`config.mk`:
```
export PLATFORM = sky130hd
export DESIGN_NAME = timer_irq_unit
export DESIGN_NICKNAME = d
export VERILOG_FILES = /design/src/rtl/timer_irq_unit.sv
export SDC_FILE = /design/constraint.sdc
export NUM_CORES = 1
export LEC_CHECK = 0
export ABC_AREA = 0
export CORE_UTILIZATION = 54
export DETAILED_ROUTE_END_ITERATION = 10
export PLACE_DENSITY = 0.86
export SLEW_MARGIN = 0
export SYNTH_ARGS = -nofsm -noshare
export SYNTH_HDL_FRONTEND = slang
export SYNTH_SLANG_ARGS = --single-unit
export TNS_END_PERCENT = 30
```
`constraint.sdc`:
```
create_clock -name clk -period 4.4 [get_ports clk]
set_input_delay 0.88 -clock clk [delete_from_list [all_inputs] [get_ports clk]]
set_output_delay 0.88 -clock clk [all_outputs]
set_load 0.02 [all_outputs]
```
`src/rtl/timer_irq_unit.sv`:
```
// Memory-mapped countdown timer (CTRL/PRESET/COUNT) driving the CP0 hardware interrupt.
// Optional prescaler: define TIMER_PRESCALE_EN to add parameter PRESCALE.
module timer_irq_unit #(
    parameter logic [31:0] BASE_ADDR = 32'h00007F00,
    parameter int unsigned WIDTH     = 32
`ifdef TIMER_PRESCALE_EN
    ,
    parameter int unsigned PRESCALE  = 4
`endif
) (
    input  logic        clk,
    input  logic        reset,
    input  logic [31:0] addr,
    input  logic        we,
    input  logic [31:0] din,
    output logic [31:0] dout,
    output logic        irq
);

    typedef enum logic [1:0] {IDLE, LOAD, CNT, INTR} state_t;

    state_t           state;
    logic             ctrl_en;
    logic [1:0]       ctrl_mode;
    logic             ctrl_im;
    logic [WIDTH-1:0] preset;
    logic [WIDTH-1:0] count;
    logic             irq_flag;
    logic             pulse_pending;

    logic             hit;
    logic [1:0]       sel;
    logic             ctrl_wr;
    logic             preset_wr;
    logic             adv;
    logic             unused_bits;

    assign hit         = (addr[31:4] == BASE_ADDR[31:4]);
    assign sel         = addr[3:2];
    assign ctrl_wr     = hit && we && (sel == 2'd0);
    assign preset_wr   = hit && we && (sel == 2'd1);
    assign unused_bits = ^{addr[1:0], din};

`ifdef TIMER_PRESCALE_EN
    localparam int unsigned PSC_W = (PRESCALE > 1) ? $clog2(PRESCALE) : 1;
    logic [PSC_W-1:0] psc;

    assign adv = (psc == PSC_W'(PRESCALE - 1));

    always_ff @(posedge clk or negedge reset) begin
        if (!reset) begin
            psc <= '0;
        end else if (state == LOAD || adv) begin
            psc <= '0;
        end else begin
            psc <= psc + PSC_W'(1);
        end
    end
`else
    assign adv = 1'b1;
`endif

    always_ff @(posedge clk or negedge reset) begin
        if (!reset) begin
            state         <= IDLE;
            ctrl_en       <= 1'b0;
            ctrl_mode     <= 2'd0;
            ctrl_im       <= 1'b0;
            preset        <= '0;
            count         <= '0;
            irq_flag      <= 1'b0;
            pulse_pending <= 1'b0;
        end else begin
            if (preset_wr)
                preset <= din[WIDTH-1:0];

            if (pulse_pending || ctrl_wr) begin
                irq_flag      <= 1'b0;
                pulse_pending <= 1'b0;
            end

            case (state)
                IDLE: if (ctrl_en) state <= LOAD;
                LOAD: begin
                    count <= preset;
                    state <= CNT;
                end
                CNT: begin
                    if (!ctrl_en) begin
                        state <= IDLE;
                    end else if (adv) begin
                        if (count > WIDTH'(1)) begin
                            count <= count - WIDTH'(1);
                        end else begin
                            count <= '0;
                            state <= INTR;
                        end
                    end
                end
                INTR: begin
                    irq_flag <= 1'b1;
                    if (ctrl_mode == 2'd1) begin
                        pulse_pending <= 1'b1;
                        state         <= LOAD;
                    end else begin
                        ctrl_en <= 1'b0;
                        state   <= IDLE;
                    end
                end
                default: state <= IDLE;
            endcase

            // Placed after the FSM so a same-edge CTRL store overrides the one-shot EN clear.
            if (ctrl_wr) begin
                ctrl_en   <= din[0];
                ctrl_mode <= din[2:1];
                ctrl_im   <= din[3];
            end
        end
    end

    always_comb begin
        dout = '0;
        if (hit) begin
            case (sel)
                2'd0:    dout = {28'd0, ctrl_im, ctrl_mode, ctrl_en};
                2'd1:    dout = 32'(preset);
                2'd2:    dout = 32'(count);
                default: dout = '0;
            endcase
        end
    end

    assign irq = ctrl_im & irq_flag;

endmodule

```
==> run_1/detail.png <==
Scale bar: 5 um. Region (57, 57) to (77, 77) um. Cells in gray, sequential cells in the stronger gray; small squares are vias.
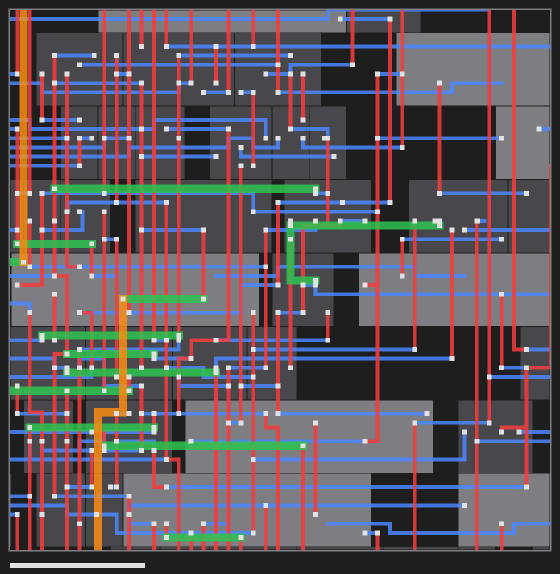
Key: metal 3 = green; metal 1 = blue; metal 4 = orange; metal 2 = red
29 logic cells have their middle in the window. Most frequent: dfrtp_1 (5). Netlist names of flops here include count (4), preset (1). Sequential cells in the window: 5.

==> run_1/wires.png <==
Scale bar: 20 um. Two of the layers only.
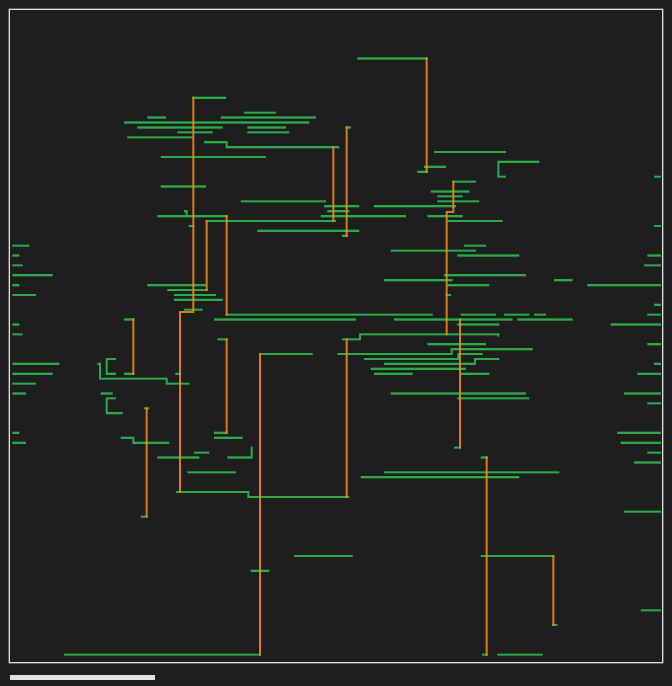
Key: metal 4 = orange [wire length 295 um]; metal 3 = green [wire length 857 um]

==> run_1/metal_density.png <==
The die is cut into 18 by 18 equal tiles; white is low, dark blue is high, scaled to the fullest tile. Values are wire area over tile area, all layers added.
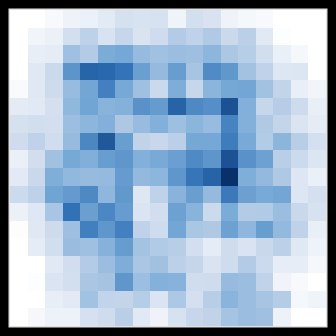
20% of the tiles are over half the peak. 7.7% of the tiles are nearly empty. The mean over all tiles is 0.24. The fullest tile reaches 0.75. The densest ninth of the die: center.

==> run summary, run 1 <==
flow finished, numbers: Internal Pwr Total=~990 uW, post-layout period usage=93.9%, commonest cells in the netlist=dfrtp_1, nor2_1, a22oi_1, mux2_2, clkbuf_1, final setup slack of the worst path=between 200 and 300 ps, Unique cell types=just under 50, register share after synthesis=between 40% and 50%, layout cells sized above 1=a little over an eighth, post-route cell area=between 5000 and 6000 um^2, combinational share of power=about 7.0%, tally of OpenROAD warnings=29, Post-DP HPWL=7670 um, number of buffers created by CTS=9, Clock Skew=just under 8 ps, logic area=2190 um^2, status=complete, no violations, DP Cell Count=~610, Largest cell class=logic gates, inverters=18, global route hottest layer=met2, met3 WL=approximately 860 um
## Run 2: what changed since run 1
Settings changed: CORE_UTILIZATION 54 to 69, DONT_BUFFER_PORTS set to 1, PLACE_DENSITY 0.86 to 0.85.
==> run_2/metal_density.png <==
The die is cut into 16 by 16 equal tiles; white is low, dark blue is high, scaled to the fullest tile. Values are wire area over tile area, all layers added.
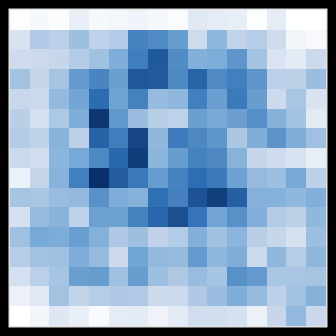
The fullest tile reaches 0.68. The densest ninth of the die: center. 2.3% of the tiles are nearly empty. 30% of the tiles are over half the peak. The mean over all tiles is 0.28.

==> run_2/detail.png <==
Scale bar: 5 um. Region (50, 50) to (70, 70) um. Cells in gray, sequential cells in the stronger gray; small squares are vias.
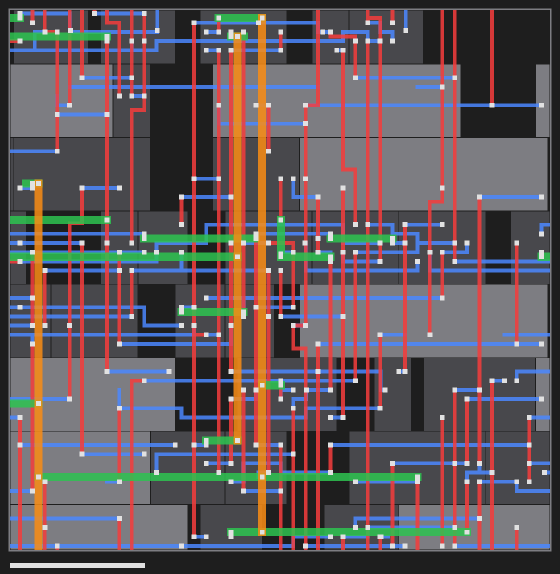
Key: metal 1 = blue; metal 4 = orange; metal 2 = red; metal 3 = green
Sequential cells in the window: 7. 34 logic cells have their middle in the window. Most frequent: dfrtp_1 (7), a22oi_1 (6). Netlist names of flops here include count (6), preset (1).

==> run summary, run 2 <==
flow finished, numbers: logic area=2190 um^2, final setup slack of the worst path=between 1000 and 1500 ps, Clock Skew=approximately 7.3 ps, Largest cell class=logic gates, post-layout period usage=about three quarters, H-Tree Depth=3, post-route cell area=between 4000 and 5000 um^2, RSZ-0062 raised after global routing=no, sequential cell count=around 72, postcts setup bufs=0, largest net degree at the start of global routing=between 70 and 80, Buffers excl. clock=40, layout cells sized above 1=22.3%, share of power burned in the clock network=between 40% and 50%, number of buffers created by CTS=9, tally of OpenROAD warnings=29, clock-pin slew on the worst setup and hold paths=approximately 80 ps, Crit Path Max Fanout=34, combinational share of power=roughly 1.1%, Unique cell types=between 40 and 50, commonest cells in the netlist=dfrtp_1, nor2_1, a22oi_1, mux2_2, clkbuf_1, register share after synthesis=43.1%, clock group power=637 uW, comb pwr=between 15 and 20 uW, Internal Pwr Total=about 1.0 mW, Slew Limit Headroom=28.3%, inverters=18, DP Cell Count=between 500 and 600, status=complete, no violations, met3 WL=approximately 930 um, Post-DP HPWL=roughly 7000 um, die area=around 6400 um^2, critical path startpoint=addr[20], global route hottest layer=met2, Initial DRT Pass Iterations=6
## Run 3: what changed since run 2
Settings changed: CORE_UTILIZATION 69 to 58, PLACE_DENSITY 0.85 to 0.76.
Clock period 4.4 ns to 2.7 ns, I/O delays scaled along.
==> run_3/metal_density.png <==
The die is cut into 17 by 17 equal tiles; white is low, dark blue is high, scaled to the fullest tile. Values are wire area over tile area, all layers added.
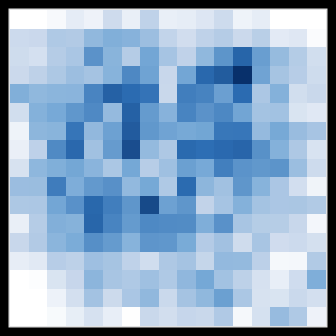
29% of the tiles are over half the peak. The mean over all tiles is 0.23. The fullest tile reaches 0.60. The densest ninth of the die: center. 4.2% of the tiles are nearly empty.

==> run_3/layer_met1.png <==
Scale bar: 20 um. Cells faint in the background.
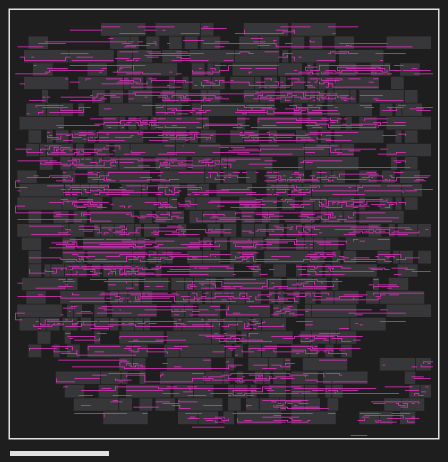
The wires run mostly horizontal. The layer holds 44% of the routed length. 465 nets have wire on it.

==> run summary, run 3 <==
flow finished, numbers: status=complete, no violations, Buffers excl. clock=58, clock-pin slew on the worst setup and hold paths=70 ps, Unique cell types=between 40 and 50, share of power burned in the clock network=between 40% and 50%, post-layout period usage=between 90% and 100%, Internal Pwr Total=1.73 mW, final setup slack of the worst path=roughly 130 ps, sequential cell count=slightly above 70, number of buffers created by CTS=9, comb pwr=between 50 and 60 uW, logic area=between 2000 and 2500 um^2, DP Cell Count=approximately 560, post-route cell area=~5000 um^2, clock group power=1.06 mW, Largest cell class=logic gates, tally of OpenROAD warnings=30, Clock Skew=~10 ps, RSZ-0062 raised after global routing=yes, commonest cells in the netlist=dfrtp_1, nor2_1, a22oi_1, mux2_2, clkbuf_1, Slew Limit Headroom=about 57%, inverters=18, combinational share of power=2.3%, die area=7550 um^2, postcts setup bufs=0, register share after synthesis=a little over two fifths, Crit Path Max Fanout=34, Post-DP HPWL=slightly above 7000 um

==> notes/layouts.md <==
Pictures saved along the way, in no particular order.

Congestion heat map.
shot_01.png
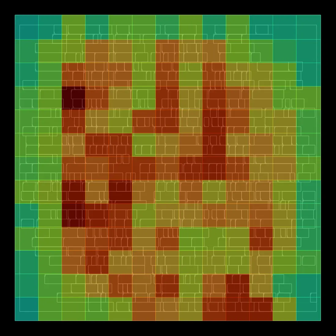
shot_02.png
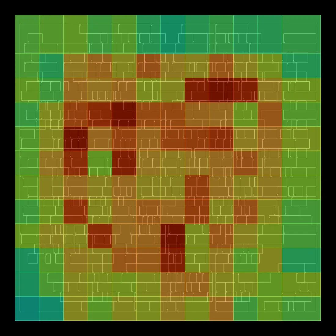
shot_03.png
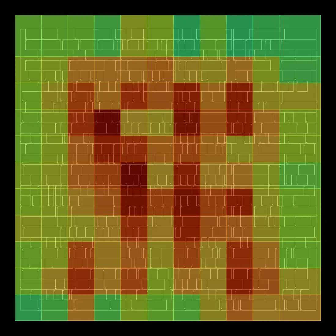
shot_01.png comes from run 1.
shot_02.png comes from run 3.
shot_03.png comes from run 2.
Of these, highest track usage: shot_03.png

No activity file was given, so power comes from the tool's default toggle rates.
